==> images/clk_routes.png <==
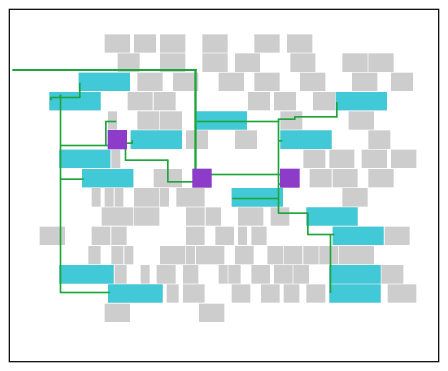
==> images/io_fan.png <==
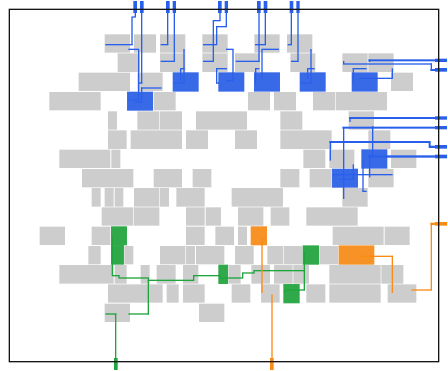
File: config.mk
export PLATFORM = sky130hd
export DESIGN_NAME = uart_tx_arbiter
export DESIGN_NICKNAME = d
export VERILOG_FILES = /design/src/rtl/uart_arb_pkg.sv /design/src/rtl/rr_picker.sv /design/src/rtl/uart_tx_arbiter.sv
export SDC_FILE = /design/constraint.sdc
export NUM_CORES = 1
export LEC_CHECK = 0
export CORE_ASPECT_RATIO = 0.8
export CORE_MARGIN = 3
export CORE_UTILIZATION = 30
export DETAILED_ROUTE_END_ITERATION = 10
export PLACE_DENSITY_LB_ADDON = 0.08
export SYNTH_ARGS = -nofsm -noshare
export SYNTH_HDL_FRONTEND = slang
export SYNTH_HIERARCHICAL = 1
export SYNTH_SLANG_ARGS = --single-unit
File: constraint.sdc
create_clock -name CLK -period 1.2 [get_ports CLK]
set_input_delay 0.12 -clock CLK [delete_from_list [all_inputs] [get_ports CLK]]
set_output_delay 0.12 -clock CLK [all_outputs]
set_load 0.03 [all_outputs]
File: src/rtl/uart_arb_pkg.sv
// Shared definitions for the UART transmit arbiter.
//   UART_DATA_W : width of one UART byte
//   MAX_N_REQ   : largest supported requester count
//   IDX_W       : width of a requester index (sized for MAX_N_REQ)
//   arb_state_t : arbiter FSM state encoding
//   rr_next     : round-robin successor of an index, wrapping at n
package uart_arb_pkg;

  localparam int UART_DATA_W = 8;
  localparam int MAX_N_REQ   = 4;
  localparam int IDX_W       = $clog2(MAX_N_REQ);

  typedef enum logic [1:0] {
    ST_IDLE = 2'd0,
    ST_SEND = 2'd1,
    ST_HOLD = 2'd2
  } arb_state_t;

  function automatic logic [IDX_W-1:0] rr_next(input logic [IDX_W-1:0] idx,
                                               input int n);
    if (int'(idx) >= n - 1) return '0;
    return idx + 1'b1;
  endfunction

endpackage

File: src/rtl/rr_picker.sv
// Combinational round-robin priority picker, no state.
//   req    : request vector
//   ptr    : index with highest priority; search goes upward and wraps
//   onehot : one-hot winner (0 when no request)
//   idx    : winner index
//   any    : at least one request present
module rr_picker
  import uart_arb_pkg::*;
#(
  parameter int N = 2
) (
  input  logic [N-1:0]     req,
  input  logic [IDX_W-1:0] ptr,
  output logic [N-1:0]     onehot,
  output logic [IDX_W-1:0] idx,
  output logic             any
);

  always_comb begin
    int c;
    c      = 0;
    onehot = '0;
    idx    = '0;
    any    = 1'b0;
    for (int k = 0; k < N; k++) begin
      c = int'(ptr) + k;
      if (c >= N) c = c - N;
      if (!any && req[c]) begin
        any       = 1'b1;
        onehot[c] = 1'b1;
        idx       = IDX_W'(c);
      end
    end
  end

endmodule

File: src/rtl/uart_tx_arbiter.sv
// Round-robin arbiter sharing one UART transmit channel between N_REQ byte
// sources. The granted byte is registered and held until the UART accepts it.
// Build option: define UART_ARB_LOCK_EN to keep the grant with one requester
// for a whole message (ended by REQ_last, capped at MAX_BURST bytes or
// HOLD_TIMEOUT idle cycles).
//   CLK, RESET      : clock, synchronous active-high reset
//   REQ_valid/data  : per-requester byte offer, byte i in bits [8i+7:8i]
//   REQ_last        : byte ends the requester's message (lock build only)
//   REQ_ack         : combinational accept per requester
//   UART_TX/_valid  : registered byte to the UART
//   UART_TX_ready   : UART accepts the byte at this edge
//   GRANT           : registered one-hot owner, 0 in IDLE
//
// state | meaning
// IDLE  | no byte held; pick a winner from REQ_valid starting at ptr
// SEND  | byte held on UART_TX until UART_TX_ready
// HOLD  | lock build: owner keeps grant between bytes of one message
module uart_tx_arbiter
  import uart_arb_pkg::*;
#(
  parameter int N_REQ        = 2,
  parameter int MAX_BURST    = 16,
  parameter int HOLD_TIMEOUT = 64
) (
  input  logic                         CLK,
  input  logic                         RESET,
  input  logic [N_REQ-1:0]             REQ_valid,
  input  logic [UART_DATA_W*N_REQ-1:0] REQ_data,
  input  logic [N_REQ-1:0]             REQ_last,
  output logic [N_REQ-1:0]             REQ_ack,
  output logic [UART_DATA_W-1:0]       UART_TX,
  output logic                         UART_TX_valid,
  input  logic                         UART_TX_ready,
  output logic [N_REQ-1:0]             GRANT
);

  arb_state_t              state;
  logic [IDX_W-1:0]        ptr;
  logic [IDX_W-1:0]        owner;
  logic [N_REQ-1:0]        pick_onehot;
  logic [IDX_W-1:0]        pick_idx;
  logic                    pick_any;
  logic [IDX_W-1:0]        sel_idx;
  logic [UART_DATA_W-1:0]  sel_data;

  rr_picker #(.N(N_REQ)) u_picker (
    .req    (REQ_valid),
    .ptr    (ptr),
    .onehot (pick_onehot),
    .idx    (pick_idx),
    .any    (pick_any)
  );

  // In IDLE the byte comes from the winner, in HOLD from the current owner.
  assign sel_idx = (state == ST_IDLE) ? pick_idx : owner;

`ifdef UART_ARB_LOCK_EN
  localparam int BW = $clog2(MAX_BURST + 1);
  localparam int IW = $clog2(HOLD_TIMEOUT + 1);
  localparam logic [BW-1:0] MAX_BURST_C    = BW'(MAX_BURST);
  localparam logic [IW-1:0] HOLD_TIMEOUT_C = IW'(HOLD_TIMEOUT);

  logic          sel_last;
  logic          last_q;
  logic [BW-1:0] burst_cnt;
  logic [IW-1:0] idle_cnt;
`else
  logic unused_cfg;
  assign unused_cfg = ^{REQ_last, 32'(MAX_BURST), 32'(HOLD_TIMEOUT)};
`endif

  always_comb begin
    sel_data = '0;
`ifdef UART_ARB_LOCK_EN
    sel_last = 1'b0;
`endif
    for (int i = 0; i < N_REQ; i++) begin
      if (sel_idx == IDX_W'(i)) begin
        sel_data = REQ_data[i*UART_DATA_W +: UART_DATA_W];
`ifdef UART_ARB_LOCK_EN
        sel_last = REQ_last[i];
`endif
      end
    end
  end

  always_comb begin
    REQ_ack = '0;
    if (state == ST_IDLE) REQ_ack = pick_onehot;
`ifdef UART_ARB_LOCK_EN
    else if (state == ST_HOLD) REQ_ack = GRANT & REQ_valid;
`endif
  end

  always_ff @(posedge CLK) begin
    if (RESET) begin
      state         <= ST_IDLE;
      ptr           <= '0;
      owner         <= '0;
      GRANT         <= '0;
      UART_TX       <= '0;
      UART_TX_valid <= 1'b0;
`ifdef UART_ARB_LOCK_EN
      last_q        <= 1'b0;
      burst_cnt     <= '0;
      idle_cnt      <= '0;
`endif
    end else begin
      case (state)
        ST_IDLE: begin
          if (pick_any) begin
            UART_TX       <= sel_data;
            UART_TX_valid <= 1'b1;
            GRANT         <= pick_onehot;
            owner         <= pick_idx;
            state         <= ST_SEND;
`ifdef UART_ARB_LOCK_EN
            last_q        <= sel_last;
            burst_cnt     <= BW'(1);
            idle_cnt      <= '0;
`endif
          end
        end

        ST_SEND: begin
          if (UART_TX_ready) begin
            UART_TX_valid <= 1'b0;
`ifdef UART_ARB_LOCK_EN
            if (!last_q && (burst_cnt < MAX_BURST_C)) begin
              state    <= ST_HOLD;
              idle_cnt <= '0;
            end else
`endif
            begin
              ptr   <= rr_next(owner, N_REQ);
              GRANT <= '0;
              state <= ST_IDLE;
            end
          end
        end

`ifdef UART_ARB_LOCK_EN
        ST_HOLD: begin
          if (|(GRANT & REQ_valid)) begin
            UART_TX       <= sel_data;
            UART_TX_valid <= 1'b1;
            last_q        <= sel_last;
            idle_cnt      <= '0;
            state         <= ST_SEND;
            if (burst_cnt != '1) burst_cnt <= burst_cnt + 1'b1;
          end else if (idle_cnt >= HOLD_TIMEOUT_C - 1'b1) begin
            // This cycle is the HOLD_TIMEOUT-th idle one: give up the grant.
            idle_cnt <= '0;
            ptr      <= rr_next(owner, N_REQ);
            GRANT    <= '0;
            state    <= ST_IDLE;
          end else begin
            idle_cnt <= idle_cnt + 1'b1;
          end
        end
`endif

        default: state <= ST_IDLE;
      endcase
    end
  end

endmodule

==> impl_metrics.tcl <==
# place-and-route summary
set metrics [dict create \
    status "complete, but fails checks" \
    failed_checks "negative setup slack" \
    area.growth.synth_to_final_pct 58.2 \
    instances_no_fill 137 \
    synth_cell_type_count 25 \
    wl_um 1610 \
    rr_worst_depth 5 \
    ant_nets 0 \
    synth.yosys.seq_area_share_pct 42.1 \
    layout_top_cells "clkdlybuf4s50_1, dfxtp_1, mux2i_1, dlygate4sd2_1, buf_4" \
    edf_count 0 \
    place_inst 131 \
    grt_usage_pct 11.6 \
    setup_violations 2 \
    fin_ws_ns -0.0679 \
    crit_end "REQ_ack[0]" \
    n_antenna_cell 0 \
    cp-start-kind "register" \
    postSynthAreaPerCell_um2 10.0 \
    flop_cell "dfxtp_1" \
    cts.clk_slew.worst_paths_ns 0.08 \
    peakVddDrop_v 0.000544 \
    cts_buffers 3 \
]
About clk_routes.png:
clock drivers: marked purple, count 3. flip-flops: marked cyan, count 15. clock wires: marked green, length 193 µm.
There are 4 routed clock nets.
Worst Skew: 0.00252 ns
clk latency late pin: 0.27 ns

About io_fan.png:
REQ_data: marked blue, bits 16, direction input, end cells 8, wire 253 µm. REQ_ack: marked orange, bits 2, direction output, end cells 2, wire 39.5 µm. UART_TX_ready: marked green, bits 1, direction input, end cells 5, wire 59.2 µm.
I/O Buffers: 33
I/O pin cnt: 36

## cell families after synthesis
kind of cell	count (synthesis)	synth area share (%)
AND-OR/OR-AND	18	18.9
adder cells (fa/ha/maj)	1	1.75
buffers and inverters	6	4.91
flip-flops	15	42.1
multiplexers	10	14.0
AND/OR/NAND/NOR	21	18.2
## worst min-delay path by stage
stage,from,slack [ns],cells after the start,to
after floorplan,UART_TX_ready,0.28,2,ptr[0]$_SDFFE_PP0P_
after global routing,UART_TX[7]$_SDFFE_PP0P_,0.48,1,UART_TX[7]$_SDFFE_PP0P_
after detailed placement,UART_TX[7]$_SDFFE_PP0P_,0.45,1,UART_TX[7]$_SDFFE_PP0P_
after global placement,UART_TX[7]$_SDFFE_PP0P_,0.45,1,UART_TX[7]$_SDFFE_PP0P_
after CTS,UART_TX[7]$_SDFFE_PP0P_,0.47,1,UART_TX[7]$_SDFFE_PP0P_
final,UART_TX[7]$_SDFFE_PP0P_,0.46,1,UART_TX[7]$_SDFFE_PP0P_
## area by class of cell
class                   instances  area (µm²)  share of cell area (%)
well taps                      25        31.3                    2.77
inverters                       3        11.3                   0.998
flip-flops and latches         15         303                    26.8
repair buffers                 40         368                    32.6
multi-input cells              50         389                    34.5
clock buffers                   4        26.3                    2.33
## flip-flops by register name, indices dropped and copies added (netlist names)
signal	flops
GRANT	2
UART_TX	8
UART_TX_valid	1
owner	2
ptr	2
## critical path, stage by stage (launching register included)
cell	delay, ns
dfxtp_2	0.36
o21ai_1	0.06
and2_1	0.16
nor2b_1	0.13
buf_4	0.16
## through the flow
stage | TNS, ns | instance area [µm²]
after CTS | -0.160 | 1110
after global routing | -0.781 | 1130
after detailed placement | -3.35 | 1080
after floorplan | 0 | 713
after global placement | -3.03 | 1080
final | -0.124 | 1130
## synth_stat cells (2+ instances only)
library cell	number	area (µm²)
a21oi_1	2	10.0
nand2_1	3	11.3
a211oi_1	4	30.0
nor2b_1	4	25.0
a21boi_1	2	15.0
nor2_1	4	15.0
mux2i_1	10	100
inv_1	3	11.3
o2bb2ai_1	8	70.1
dfxtp_1	15	300
nand2b_1	2	12.5
## routing by layer
layer / part of all wire (%) / track usage (%) / up-vias
met1: 47 / 14.9 / 301
li1: - / - / 340
met3: 8.0 / 5.50 / 2
met5: 0 / 0 / -
met4: 0.87 / 3.25 / 0
met2: 44 / 17.3 / 17
## report_power, final
part / switching (mW) / leakage, nW / total [mW] / internal [mW]
combinational: 0.179 / 0.329 / 0.350 / 0.171
clock: 0.145 / 0.0150 / 0.274 / 0.129
sequential: 0.0200 / 0.124 / 0.555 / 0.535
total: 0.344 / 0.469 / 1.18 / 0.835
## timing repair
item,4_1_cts,5_1_grt
resized,15,5
setup buffers,2,0
pin swaps,1,1
setup endpoints to repair,13,14
Power figures rest on the tool's default switching activity, not on a simulated workload.
